File: config.mk
export PLATFORM = sky130hd
export DESIGN_NAME = systolic_feeder
export DESIGN_NICKNAME = d
export VERILOG_FILES = /design/src/rtl/systolic_feeder.sv
export SDC_FILE = /design/constraint.sdc
export NUM_CORES = 1
export LEC_CHECK = 0
export ABC_CLOCK_PERIOD_IN_PS = 6900
export CAP_MARGIN = 10
export CORE_ASPECT_RATIO = 0.5
export CORE_UTILIZATION = 35
export CTS_CLUSTER_DIAMETER = 200
export DETAILED_ROUTE_END_ITERATION = 10
export HOLD_SLACK_MARGIN = 0.06
export REMOVE_ABC_BUFFERS = 1
export SLEW_MARGIN = 15
export SYNTH_ARGS = -nofsm -noshare
export SYNTH_HDL_FRONTEND = slang
export SYNTH_SLANG_ARGS = --single-unit
File: constraint.sdc
create_clock -name clk -period 6.9 [get_ports clk]
set_input_delay 1.38 -clock clk [delete_from_list [all_inputs] [get_ports clk]]
set_output_delay 1.38 -clock clk [all_outputs]
set_load 0.02 [all_outputs]
File: src/rtl/systolic_feeder.sv
// systolic_feeder: buffers one tile of lane vectors, then streams it unskewed followed by LANES-1 zero drain vectors.
// Optional macro SYSTOLIC_FEEDER_REPLAY_EN keeps the tile after each stream and adds a discard input.
module systolic_feeder #(
  parameter int WIDTH = 16,
  parameter int LANES = 4,
  parameter int DEPTH = 8,
  localparam int CW = $clog2(DEPTH + 1)
) (
  input  logic                   clk,
  input  logic                   reset,
  input  logic                   in_valid,
  output logic                   in_ready,
  input  logic [LANES*WIDTH-1:0] in_data,
  input  logic                   in_last,
  input  logic                   start,
`ifdef SYSTOLIC_FEEDER_REPLAY_EN
  input  logic                   discard,
`endif
  output logic                   tile_ready,
  output logic [CW-1:0]          tile_len,
  output logic                   out_valid,
  output logic [LANES*WIDTH-1:0] out_data,
  output logic                   out_flush,
  output logic                   out_last,
  output logic                   busy
);
  localparam int LW = LANES * WIDTH;
  localparam int AW = DEPTH > 1 ? $clog2(DEPTH) : 1;
  localparam int FW = $clog2(LANES + 1);
  typedef enum logic [1:0] {LOAD, HOLD, STREAM, FLUSH} state_t;
  state_t        r_state;
  logic [LW-1:0] r_buf [DEPTH];
  logic [CW-1:0] r_wr, r_rd, r_len;
  logic [FW-1:0] r_fcnt;
  logic          r_tile_ready, r_out_valid, r_out_flush, r_out_last, r_busy;
  logic [LW-1:0] r_out_data;
  logic          w_accept, w_close, w_stream_done, w_flush_done, w_end, w_discard;
`ifdef SYSTOLIC_FEEDER_REPLAY_EN
  localparam bit REPLAY = 1'b1;
  assign w_discard = discard;
`else
  localparam bit REPLAY = 1'b0;
  assign w_discard = 1'b0;
`endif
  assign w_accept      = in_valid && r_state == LOAD;
  assign w_close       = in_last || r_wr == CW'(DEPTH - 1);
  assign w_stream_done = r_rd == r_len;
  assign w_flush_done  = r_fcnt == FW'(LANES - 1);
  // With one lane there is no drain phase, so the sequence ends straight out of STREAM.
  assign w_end = (r_state == STREAM && w_stream_done && LANES == 1) ||
                 (r_state == FLUSH && w_flush_done);
  assign in_ready   = r_state == LOAD;
  assign tile_ready = r_tile_ready;
  assign tile_len   = r_len;
  assign out_valid  = r_out_valid;
  assign out_data   = r_out_data;
  assign out_flush  = r_out_flush;
  assign out_last   = r_out_last;
  assign busy       = r_busy;
  always_ff @(posedge clk) begin
    if (w_accept) r_buf[AW'(r_wr)] <= in_data;
  end
  always_ff @(posedge clk) begin
    if (reset) begin
      r_state      <= LOAD;
      r_wr         <= '0;
      r_rd         <= '0;
      r_len        <= '0;
      r_fcnt       <= '0;
      r_tile_ready <= 1'b0;
      r_out_valid  <= 1'b0;
      r_out_data   <= '0;
      r_out_flush  <= 1'b0;
      r_out_last   <= 1'b0;
      r_busy       <= 1'b0;
    end else begin
      r_out_valid <= 1'b0;
      r_out_data  <= '0;
      r_out_flush <= 1'b0;
      r_out_last  <= 1'b0;
      case (r_state)
        LOAD: if (w_accept) begin
          r_wr <= r_wr + CW'(1);
          if (w_close) begin
            r_len        <= r_wr + CW'(1);
            r_state      <= HOLD;
            r_tile_ready <= 1'b1;
          end
        end
        HOLD: if (w_discard) begin
          r_state      <= LOAD;
          r_wr         <= '0;
          r_len        <= '0;
          r_tile_ready <= 1'b0;
        end else if (start) begin
          r_state      <= STREAM;
          r_tile_ready <= 1'b0;
          r_busy       <= 1'b1;
          r_rd         <= CW'(1);
          r_out_valid  <= 1'b1;
          r_out_data   <= r_buf[0];
          r_out_last   <= LANES == 1 && r_len == CW'(1);
        end
        STREAM: if (!w_stream_done) begin
          r_rd        <= r_rd + CW'(1);
          r_out_valid <= 1'b1;
          r_out_data  <= r_buf[AW'(r_rd)];
          r_out_last  <= LANES == 1 && r_rd + CW'(1) == r_len;
        end else if (LANES > 1) begin
          r_state     <= FLUSH;
          r_fcnt      <= FW'(1);
          r_out_valid <= 1'b1;
          r_out_flush <= 1'b1;
          r_out_last  <= LANES == 2;
        end
        FLUSH: if (!w_flush_done) begin
          r_fcnt      <= r_fcnt + FW'(1);
          r_out_valid <= 1'b1;
          r_out_flush <= 1'b1;
          r_out_last  <= r_fcnt + FW'(1) == FW'(LANES - 1);
        end
        default: r_state <= LOAD;
      endcase
      if (w_end) begin
        r_state      <= REPLAY ? HOLD : LOAD;
        r_busy       <= 1'b0;
        r_fcnt       <= '0;
        r_tile_ready <= REPLAY;
        if (!REPLAY) begin
          r_wr  <= '0;
          r_len <= '0;
        end
      end
    end
  end
endmodule

Clock wiring as the flow saved it:
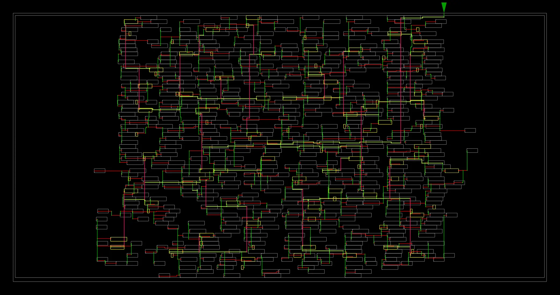
Worst Clk Skew: 0.0110 ns
Sink Count: 601
CLK BUF: 77
flop count: 601

Gate-type map:
Drawn at 1.5 px/um.
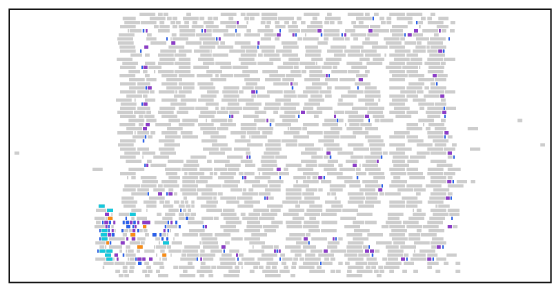
[AND and OR gates] orange | cells: 6 | where: bottom left
[inverting AOI/OAI gates] purple | cells: 85
[NAND gates] blue | cells: 95
[adder and majority cells] cyan | cells: 11 | where: bottom left

==> CHANGELOG.md <==
### Implementation results

* Reg-to-reg critical path startpoint: r_state[0]
* Starting DRT DRC Count at 746
* Util after Layout at 0.421
* Cell Count Post-Placement at about 2,000
* GR Util met3 at 0.0193
* Crit path launch type: input port
* Nets at between 1,000 and 1,500
* Finish-stage setup viols at 0
* Async SR Flop Fraction at 0
* Worst hold path depth at 2
* Status: completed
* Mux share of post-synthesis cell area at 0.160
* Synth Warn # at 0
* Seq/total area at 0.646
* Synth logic family: multiplexers
* ANT cells at 2
* Clk root buf: clkbuf_16
* Library cells used by synthesis at between 40 and 50
* Combinational gate area at 5060 sq um
* Clock network power share at 0.331
* CTS Hold Buffers Added at 0
* Pwr Total at between 8 and 9 mW
* Internal power at ~6.6 mW
* Worst relative slew slack at 0.307
* Worst setup EP type: register
* Remaining Overflow, GRT at 0
* Core Util at FP at 0.355
* Clock slew at reported path FFs at 0.06 ns
* Global route hottest layer: met2
Metal layers overlaid:
Drawn at 1 px/um. Two of the layers only.
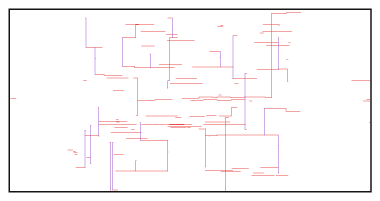
[met4] purple | wire length: 904 um
[met3] red | wire length: 1,630 um

Pin map:
Drawn at 1.5 px/um. Pins as bars across the die edge, other pins in gray.
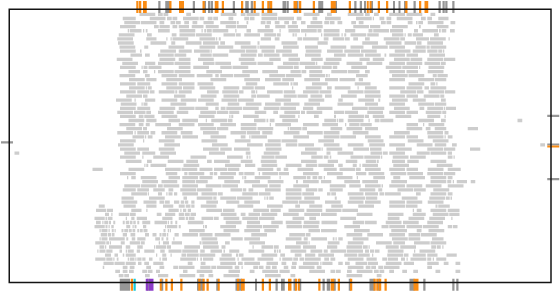
[out_valid] cyan | pins: 1 | direction: output | edge: bottom
[in_data] orange | pins: 64 | direction: input | edge: 33 top, 30 bottom, 1 right
[tile_len] purple | pins: 4 | direction: output | edge: bottom

## cell usage after synthesis (2+ instances only)
cell type | n | area share
dfxtp_1 | 89 | 0.079
nand3b_1 | 2 | 0.00067
clkbuf_1 | 32 | 0.0053
nor2b_1 | 3 | 0.00084
xor2_1 | 5 | 0.0019
o32ai_1 | 2 | 0.00078
o211ai_1 | 3 | 0.0010
nand2b_1 | 3 | 0.00084
inv_1 | 5 | 0.00084
edfxtp_1 | 512 | 0.68
o21ai_2 | 40 | 0.016
buf_1 | 3 | 0.00050
a21oi_1 | 7 | 0.0016
a31oi_1 | 2 | 0.00056
nand3_1 | 9 | 0.0020
mux2i_1 | 70 | 0.031
buf_6 | 6 | 0.0030
nor2_1 | 14 | 0.0023
nand2_1 | 79 | 0.013
nand4b_1 | 2 | 0.00078
buf_2 | 14 | 0.0031
xnor2_1 | 2 | 0.00078
a211oi_1 | 2 | 0.00067
o21ai_0 | 6 | 0.0013
nor3b_1 | 3 | 0.0010
mux4_2 | 128 | 0.13
ha_1 | 11 | 0.0061
o21ai_1 | 20 | 0.0045
nor3_1 | 2 | 0.00045
## worst max-delay path: stages
cell and delay, ns:
clkdlybuf4s50_1 0.66, nand3_1 0.32, nor2_4 0.69, buf_4 0.71
## worst max-delay path by stage
stage              from           end  slack [ns]  depth (start not counted)
5_1_grt        in_valid  r_buf[7][23]        3.14                          4
3_3_place_gp   in_valid   r_buf[7][2]        2.71                          4
3_5_place_dp   in_valid  r_buf[7][11]        2.64                          4
2_1_floorplan  in_valid   r_buf[4][0]        0.05                          2
6_report       in_valid  r_buf[7][23]        3.29                          4
4_1_cts        in_valid  r_buf[7][41]        3.27                          4
## layout by cell type (no fill, tap or decap), drive strengths merged, types with 3 or more instances in the layout
cell type      netlist  routed
clkinv               0      20
nor2b                3       3
clkbuf              32      77
mux2i               70      70
nand2               79      79
mux4               128     128
ha                  11      11
dfxtp               89      89
o21ai               66      66
nor3b                3       3
clkdlybuf4s50        0     142
inv                  5       5
edfxtp             512     512
nand3                9       9
xor2                 6       6
nand2b               3       3
o211ai               3       3
nor2                14      14
a21oi                7       7
buf                 24      19
## flip-flops by register name, indices dropped and copies added, names as in the netlist, named ones only
name and count:
out_last 1, busy 1, r_buf 512, tile_ready 1, r_fcnt 3, out_data 64
r_rd 4, r_state 2, tile_len 4, out_valid 1, r_wr 4, out_flush 1
## metrics by stage
step / worst slack (ns) / cell area, sq um
5_1_grt: 3.14 / 26600
2_1_floorplan: 0.0533 / 22200
4_1_cts: 3.27 / 26600
3_3_place_gp: 2.71 / 24900
6_report: 3.29 / 26600
3_5_place_dp: 2.64 / 24900
## power by group through the flow
stage / Clock [mW] / Combinational, mW / Sequential (mW)
2_1_floorplan: 0 / 1.02 / 4.60
3_3_place_gp: 0 / 1.44 / 4.47
3_5_place_dp: 0 / 1.46 / 4.49
4_1_cts: 2.95 / 1.47 / 4.41
5_1_grt: 3.09 / 1.55 / 4.44
6_report: 2.89 / 1.43 / 4.40
## metal layers
layer	share of wire	vias up
met4	0.020	0
li1	-	4757
met1	0.42	5633
met3	0.036	66
met2	0.53	189
met5	0	-
Power is estimated from default activity; no workload was simulated.
